==> config.mk <==
export PLATFORM = sky130hd
export DESIGN_NAME = shift_tx_sequencer
export DESIGN_NICKNAME = d
export VERILOG_FILES = /design/src/rtl/shift_tx_sequencer.sv
export SDC_FILE = /design/constraint.sdc
export NUM_CORES = 1
export LEC_CHECK = 0
export ABC_AREA = 1
export CELL_PAD_IN_SITES_DETAIL_PLACEMENT = 1
export CELL_PAD_IN_SITES_GLOBAL_PLACEMENT = 2
export CORE_MARGIN = 1.5
export CORE_UTILIZATION = 23
export CTS_CLUSTER_DIAMETER = 30
export DETAILED_ROUTE_END_ITERATION = 8
export PLACE_DENSITY_LB_ADDON = 0.25
export SLEW_MARGIN = 5
export SYNTH_ARGS = -nofsm -noshare
export SYNTH_HDL_FRONTEND = slang
export SYNTH_SLANG_ARGS = --single-unit
==> constraint.sdc <==
create_clock -name clk_i -period 1.8 [get_ports clk_i]
set_clock_uncertainty 0.05 [all_clocks]
set_input_delay 0.36 -clock clk_i [delete_from_list [all_inputs] [get_ports clk_i]]
set_output_delay 0.36 -clock clk_i [all_outputs]
set_load 0.01 [all_outputs]
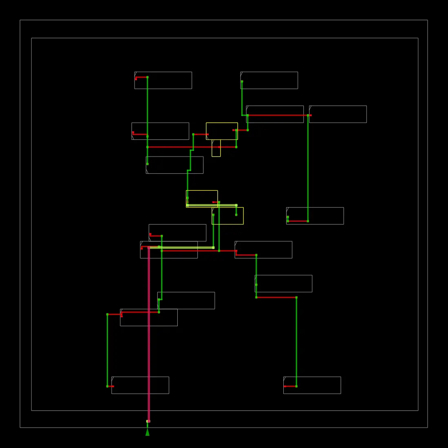
(images/clock_nets.png)
CLK BUF: 4
Clock Power: 273 uW
Worst-Skew Late Latency: 0.24 ns
clk sinks: 15
flip-flops: 15

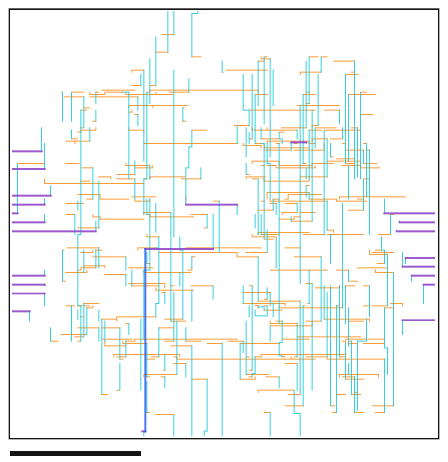
(images/layers.png)
Bar = 20 um.
color	layer	wire length
cyan	M2	1230 um
blue	M4	27.9 um
purple	M3	113 um
orange	M1	913 um
drt total wl: 2280 um
via count: 972
drt wl/cell: 9.97 um
GRT Overall Usage: 11.7%

==> run summary <==
EDFF count, synth = 0
MaxCap Viol Count = 0
drt first-iter violations = 44
flop share of the area = 26.8%
tap cells = 48
IO buf count = 28
sequential share of power = 27.6%
# nets final = 197
top cell type by total area after synthesis = dfrtp_1
CP required = 1.39 ns
met3 usage = 2.91%
Syn. warnings = 0
pin count of the biggest net entering global routing = 17
Slew HR = 61.5%
status = completed
initial antenna violation count = 0
kind of critical path = flip-flop to primary output
Yosys top cell by instances = nand2_1
combinational fraction of design power = 57.7%
met2 usage = 23.3%
synth unique cells = 20
clock buffer depth = 2
Basic Gates by Area = 31.5%
Max Clk Rate = 0.572 GHz
Die Width = 65.5 um
flops out of synthesis = 15
MUX area fraction = 0%
CP arrival = 1.34 ns
Top cell area share = 41.8%
Final Hold Vio Count = 0
Max Fanout on Critical Path = 2
logic area = 427 um2
Comb group = 1080 uW
GRT overflow = 0
Layout Utilization = 37.7%
Least-Margin Pin Slew = 0.577 ns
GR peak layer = met2
sequential power = 515 uW
max reg flops = 8
fillers = 500
Final HPWL DP = 1800 um
top cell category = combinational gates
Cell area leaders = dfrtp_1, nand2_1, nor2_1, inv_1, o21ai_0
hold_buf cts = 0
Final setup viols = 0
register area share after synthesis = 41.8%
DRT met1 WL = 912 um
setup_tns = 0 ns
# Post-CTS Setup Buffers = 2
CTS root buffer = clkbuf_8
cts repair resizes = 33
ys flop type = dfrtp_1
number of I/O pins = 29
Top power group = combinational cells
Critical Path Sink Type = primary output
gpl congestion = 0.774
Post-DP Area = 0.00135 mm2
Yosys Instances = 130
Top Layout Cells = nand2_1, buf_4, nor2_1
CTS tree = yes
number of remaining DRC errors = 0
most frequent logic cell in the layout = nand2_1
vias per inst = 4.24
maximum VDD drop = 0.000271 V
Combinational Gates = 88
Internal = 1120 uW
placed insts = 220
CTS clk-pin slew, worst paths = 0.06 ns
Netlist Area Pre-Place = 897 um2
chip area = 0.00428 mm2
reg2reg setup slack = 0.45 ns
multi-input combinational area share = 30.4%
syn_nets = 145
FP Rows = 22
Power is estimated from default activity; no workload was simulated.
